## src/rtl/ckpt_queue_state.sv

```systemverilog
// Head/tail/valid state for a circular in-order structure with an internal bank of
// branch checkpoints that restore the tail on a mispredict.
`timescale 1ns/1ps
module ckpt_queue_state #(
    parameter int DEPTH    = 32,
    parameter int ALLOC_W  = 2,
    parameter int RETIRE_W = 2,
    parameter int NUM_CKPT = 4,
    parameter int IDW      = $clog2(DEPTH),
    parameter int CW       = $clog2(NUM_CKPT)
) (
    input  logic                            clk,
    input  logic                            rst_n,
    input  logic [$clog2(ALLOC_W+1)-1:0]    alloc_count,
    output logic                            alloc_ready,
    output logic [ALLOC_W*IDW-1:0]          alloc_ids,
    input  logic [$clog2(RETIRE_W+1)-1:0]   retire_count,
    output logic [IDW-1:0]                  head_id,
    output logic [IDW:0]                    count,
    output logic                            empty,
    output logic                            full,
    output logic [DEPTH-1:0]                entry_valid,
    input  logic                            ckpt_take,
    output logic                            ckpt_avail,
    output logic [CW-1:0]                   ckpt_id,
    input  logic                            ckpt_free,
    input  logic [CW-1:0]                   ckpt_free_id,
    input  logic                            branch_miss,
    input  logic [CW-1:0]                   miss_ckpt_id
);
    localparam int PW = IDW + 1;

    logic [PW-1:0]       head_q, head_d, tail_q, tail_d;
    logic [DEPTH-1:0]    valid_q, valid_d;
    logic [NUM_CKPT-1:0] cv_q, cv_d;
    logic [CW-1:0]       wp_q, wp_d;
    logic [PW-1:0]       snap_q [NUM_CKPT];

    logic [PW-1:0]  free_space, alloc_ext, retire_ext, ret_n, acc_alloc, miss_span, miss_snap;
    logic           alloc_ok, miss_ok, take_ok, hold;
    logic [IDW-1:0] off_h, off_t, off_s;
    logic [CW-1:0]  cdist, coff;

    assign count       = tail_q - head_q;
    assign empty       = (count == '0);
    assign full        = (count == PW'(DEPTH));
    assign free_space  = PW'(DEPTH) - count;
    assign alloc_ready = (free_space >= PW'(ALLOC_W));
    assign head_id     = head_q[IDW-1:0];
    assign entry_valid = valid_q;
    assign ckpt_avail  = !cv_q[wp_q];
    assign ckpt_id     = wp_q;

    always_comb begin
        alloc_ids = '0;
        for (int i = 0; i < ALLOC_W; i++) begin
            alloc_ids[i*IDW +: IDW] = tail_q[IDW-1:0] + IDW'(i);
        end
    end

    assign alloc_ext  = PW'(alloc_count);
    assign retire_ext = PW'(retire_count);
    assign alloc_ok   = (alloc_ext <= free_space);
    assign acc_alloc  = alloc_ok ? alloc_ext : '0;
    assign ret_n      = (retire_ext > count) ? count : retire_ext;
    assign miss_ok    = branch_miss && cv_q[miss_ckpt_id];
    assign take_ok    = ckpt_take && ckpt_avail && !branch_miss;
    // A miss naming a dead checkpoint freezes the whole cycle rather than guessing.
    assign hold       = branch_miss && !miss_ok;
    assign miss_snap  = snap_q[miss_ckpt_id];
    assign miss_span  = tail_q - miss_snap;
    assign cdist      = wp_q - miss_ckpt_id;

    always_comb begin
        head_d  = head_q;
        tail_d  = tail_q;
        valid_d = valid_q;
        cv_d    = cv_q;
        wp_d    = wp_q;
        off_h   = '0;
        off_t   = '0;
        off_s   = '0;
        coff    = '0;
        if (!hold) begin
            head_d = head_q + ret_n;
            tail_d = miss_ok ? miss_snap : (tail_q + acc_alloc);
            for (int i = 0; i < DEPTH; i++) begin
                off_h = IDW'(i) - head_q[IDW-1:0];
                off_t = IDW'(i) - tail_q[IDW-1:0];
                off_s = IDW'(i) - miss_snap[IDW-1:0];
                if (PW'(off_h) < ret_n)
                    valid_d[i] = 1'b0;
                if (!miss_ok && (PW'(off_t) < acc_alloc))
                    valid_d[i] = 1'b1;
                if (miss_ok && (PW'(off_s) < miss_span))
                    valid_d[i] = 1'b0;
            end
            if (ckpt_free)
                cv_d[ckpt_free_id] = 1'b0;
            if (take_ok) begin
                cv_d[wp_q] = 1'b1;
                wp_d       = wp_q + 1'b1;
            end
            // cdist==0 with a valid miss id means the ring wrapped: every other id is younger.
            if (miss_ok) begin
                for (int j = 0; j < NUM_CKPT; j++) begin
                    coff = CW'(j) - miss_ckpt_id;
                    if ((cdist == '0) || (coff < cdist))
                        cv_d[j] = 1'b0;
                end
                wp_d = miss_ckpt_id;
            end
        end
    end

    always_ff @(posedge clk) begin
        if (!rst_n) begin
            head_q  <= '0;
            tail_q  <= '0;
            valid_q <= '0;
            cv_q    <= '0;
            wp_q    <= '0;
        end else begin
            head_q  <= head_d;
            tail_q  <= tail_d;
            valid_q <= valid_d;
            cv_q    <= cv_d;
            wp_q    <= wp_d;
        end
    end

    // Snapshot includes this cycle's accepted allocation so the branch's own slots survive.
    always_ff @(posedge clk) begin
        if (rst_n && take_ok)
            snap_q[wp_q] <= tail_q + acc_alloc;
    end

    always_ff @(posedge clk) begin
        if (rst_n) begin
            if (!branch_miss)
                assert (alloc_ok) else
                    $warning("ckpt_queue_state: allocate %0d exceeds free %0d, dropped", alloc_count, free_space);
            assert (retire_ext <= count) else
                $warning("ckpt_queue_state: retire %0d exceeds count %0d, clamped", retire_count, count);
            if (ckpt_take && !branch_miss)
                assert (ckpt_avail) else
                    $warning("ckpt_queue_state: checkpoint take with no free slot ignored");
            if (branch_miss)
                assert (cv_q[miss_ckpt_id]) else
                    $warning("ckpt_queue_state: branch miss on invalid checkpoint %0d ignored", miss_ckpt_id);
        end
    end
endmodule

```

## config.mk

```make
export PLATFORM = sky130hd
export DESIGN_NAME = ckpt_queue_state
export DESIGN_NICKNAME = d
export VERILOG_FILES = /design/src/rtl/ckpt_queue_state.sv
export SDC_FILE = /design/constraint.sdc
export NUM_CORES = 1
export LEC_CHECK = 0
export ABC_CLOCK_PERIOD_IN_PS = 6450
export CORE_MARGIN = 10
export CORE_UTILIZATION = 38
export DETAILED_ROUTE_END_ITERATION = 16
export GPL_ROUTABILITY_DRIVEN = 0
export PLACE_DENSITY_LB_ADDON = 0.2
export REMOVE_ABC_BUFFERS = 1
export SYNTH_ARGS = -nofsm -noshare
export SYNTH_HDL_FRONTEND = slang
export SYNTH_SLANG_ARGS = --single-unit
```

## constraint.sdc

```tcl
create_clock -name clk -period 6.45 [get_ports clk]
set_clock_uncertainty 0.05 [all_clocks]
set_input_delay 1.29 -clock clk [delete_from_list [all_inputs] [get_ports clk]]
set_output_delay 1.29 -clock clk [all_outputs]
set_load 0.02 [all_outputs]
```

==> impl_metrics.ini <==
; flow metrics
[run_status]
outcome = completed

[cells_and_area]
mi_logic_area_um2 = 7250
clock_area_frac = 0.0285
area_delta_synth_final_pct = 16.9
buffers = 95
antennaDiodeCount = 0
layout_top_cell = ha_1
lay_top_cells = ha_1, inv_1, a21oi_1
nFillCells = 2424
comb_area_frac = 0.660
n_all_inverters = 107
final_cells = 1566
dominant-cell-class = combinational gates
final_nets = 1449
layout.comb_gates.multi_input = 950
drive_gt1_frac = 0.0604

[timing]
worst_slew_pin_slew_ns = 1.27
period_needed_ns = 5.50
slew_headroom = 0.151
final.period_utilization = 0.853
final.setup.worst_slack_ns = 0.945
setup_viol = 0
maxSlewViolCount = 0

[worst_setup_path]
crit_type = flop to flop
critPathArrivalTime_ns = 5.71
cp_slowest_cell = a2111oi_0
critPathCaptureType = flop
crit_path_max_fanout = 11
crit_path_start_kind = flop
worst_r2r_path_depth = 16
path_cells = inv_1, fa_1, inv_1, ha_1, inv_1, ha_1, nor2b_1, o21ai_0, or2_2, or4b_1, nand3_1, ha_1, a2111oi_0, nand2_1, o32a_1, o41ai_2
crit_buf_inv = 3
reg2reg_to = entry_valid[27]$_SDFFE_PN0P_
reg2reg_from = head_q[1]$_SDFFE_PN0N_
r2r_slack_ns = 0.95
crit_required_ns = 6.66
endpoint = entry_valid[27]$_SDFFE_PN0P_
path_depth = 16

[pwr]
p_int_uw = 1470
p_sw_frac = 0.459
p_leak_uw = 0.00499
powerDensity_nw_per_um2 = 247
switching_power_uw = 1250
seqPwrFrac = 0.199
p_comb_frac = 0.599

[floorplanning]
pin_count = 72
die_area_um2 = 31400
taps = 324
initCoreUtil = 0.386

[synth]
syn_inst = 1121
synth.distinct_cells = 78
synth_seq_share = 0.183
avgSynthCellArea_um2 = 8.38
yosys_warnings = 0
synthesis.area_um2 = 9390
yosys-stat-cells = 1121
async_reset_ff_frac = 0
yosys_area_um2 = 9390
synth-seq-cells = 74
edf_count = 24
synth-main-ff-cell = dfxtp_1

[run]
drv_cap = 0
warnings = 76

[drt]
drtPass1Iterations = 5
ant_nets = 0
vias_per_cell = 5.30

[cts]
htree_levels = 3
cts_tree = done
cts_root_buffer = clkbuf_16
hold_buffers = 0
ctsLongestPathBuffers = 2

[global_route]
grt_max_degree = 51
grt_pass1_vias = 8169
grt.overflow.total = 0
antenna_found_initial = 0

[place]
dpl_worst_slack_ns = 0.962
dp_hpwl_um = 22700
portBuffers = 71
place_area_um2 = 10700

[hold_path]
hold_path_class = flop to flop
hold_depth = 2
holdPathEnd = head_q[5]$_SDFFE_PN0N_
hp-start = head_q[5]$_SDFFE_PN0N_
[state kept, by name, indices dropped and copies added, names as in the netlist]
signal       flops
cv_q             4
snap_q          24
tail_q           6
head_q           6
ckpt_id          2
entry_valid     32
[power by group through the flow]
stage                     sequential (uW)  clock [uW]  combinational [uW]
after CTS                             541         559                1630
after global placement                551           0                1590
after global routing                  544         572                1840
after detailed placement              552           0                1620
final                                 541         549                1630
after floorplan                       588           0                1070
[cells by family (layout without fill, tap and decap cells)]
logic type               after synthesis  after routing  synth area share
AND-OR/OR-AND                        322            322             0.234
XOR/XNOR                              84             84            0.0783
adder cells (fa/ha/maj)              199            199             0.272
buffers and inverters                156            218            0.0697
flip-flops                            74             74             0.183
multiplexers                          17             17            0.0265
other                                  2             61          0.000800
AND/OR/NAND/NOR                      267            267             0.136
[cell usage after synthesis, types with 13 or more instances]
library cell  count  area [um^2]
xor2_1           17          149
a211oi_1         13         97.6
ha_1            191         2390
nand2_1          89          334
dfxtp_1          50         1000
inv_1           102          383
xnor2_1          67          587
a21o_1           51          383
nand3_1          26          130
nor2b_1          16          100
edfxtp_1         24          721
a21oi_1          91          455
clkbuf_1         28          105
o21ai_0          68          340
nor2_1           65          244
[routing by layer]
layer  global-route usage  vias up  routed length [um]
met3               0.0320       21                1620
li1                     -     4181                   -
met2                0.304      192               13400
met5                    0        -                   0
met4               0.0385        0                 386
met1                0.236     3911               13300
[metrics by stage]
stage          hold slack [ns]  power [uW]
6_report                 0.451        2720
5_1_grt                  0.477        2950
4_1_cts                  0.445        2730
3_5_place_dp             0.436        2170
3_3_place_gp             0.429        2140
2_1_floorplan            0.420        1650
[tightest hold or removal path, cell delays in order, from the launching register on]
cell	delay, ns
dfxtp_1	0.32
o21ai_0	0.07
a21oi_1	0.06
**PDN straps and rails**

The bar under the picture is 50 um long. Pins as bars on the die edge.
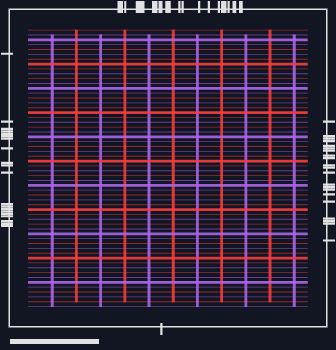
Key: VDD = red; VSS = purple
The core has 57 rows. 72 signal pins sit on the boundary. 11 straps on met4. 58 met1 rails follow the rows. 11 straps on met5.
DIE WIDTH: 177 um
maximum VDD drop: 0.141 mV
Die Ht: 177 um
Core Box Area: 24300 um^2

**Placement by cell class**

Fill, decap, tap and diode cells in grey.
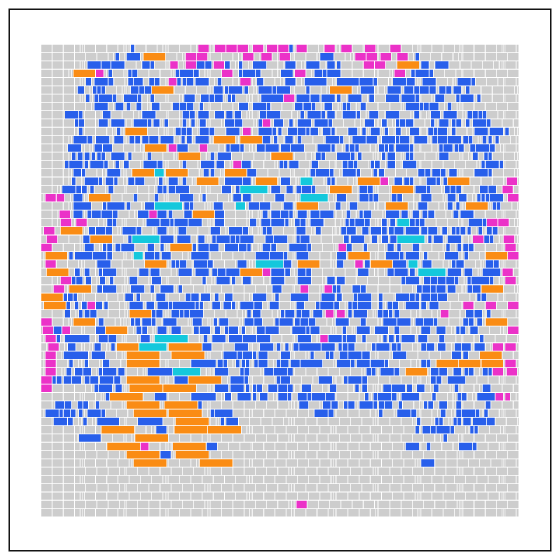
Key: combinational and other logic = blue [cells 1057, share of their area 72%]; flops = orange [cells 74, share of their area 16%]; clock drivers and dummy loads = cyan [cells 16, share of their area 3.0%]; other buffers and delay cells = magenta [cells 95, share of their area 8.4%]
design area: 11000 um^2
Seq area share: 0.157
Core Rows: 57
fin util: 0.451

**Routed clock nets over the placement**

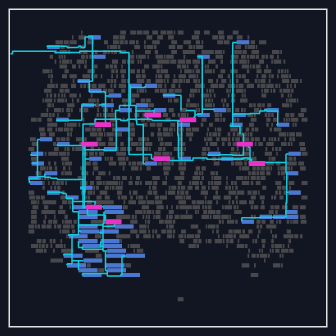
Key: flip-flops = blue [count 74]; clock drivers = magenta [count 9]; clock wires = cyan [length 1340 um]
There are 10 routed clock nets.
clock network power share: 0.202
Clock Power: 549 uW
worst-skew pair later-pin latency: 0.35 ns

**Signal wires by layer**

The bar under the picture is 50 um long. Two of the layers only.
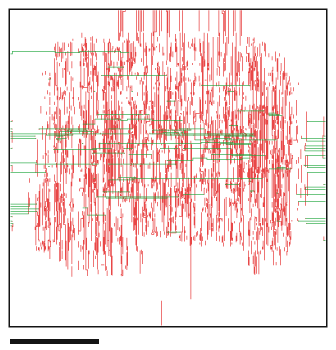
Key: metal 3 = green [wire length 1620 um]; metal 2 = red [wire length 13400 um]
Vias: 8305
Total GRT Usage: 0.181
WL/cell: 18.3 um
drt total wl: 28700 um

**Clock wiring as the flow saved it**

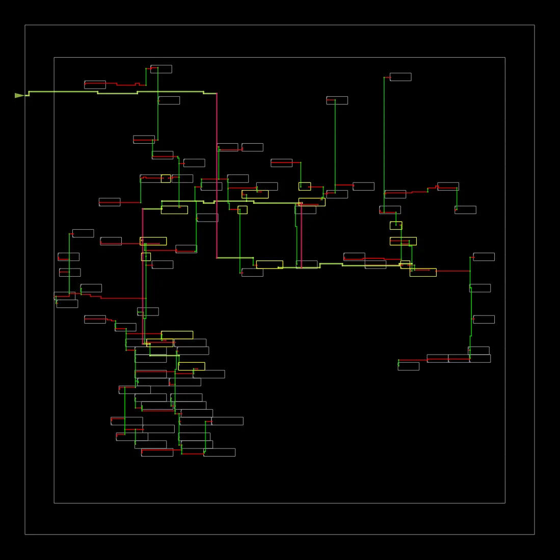
clk sinks: 74
flop count: 74
# clk buffers: 9
CTS Buf Count: 9

Power figures rest on the tool's default switching activity, not on a simulated workload.
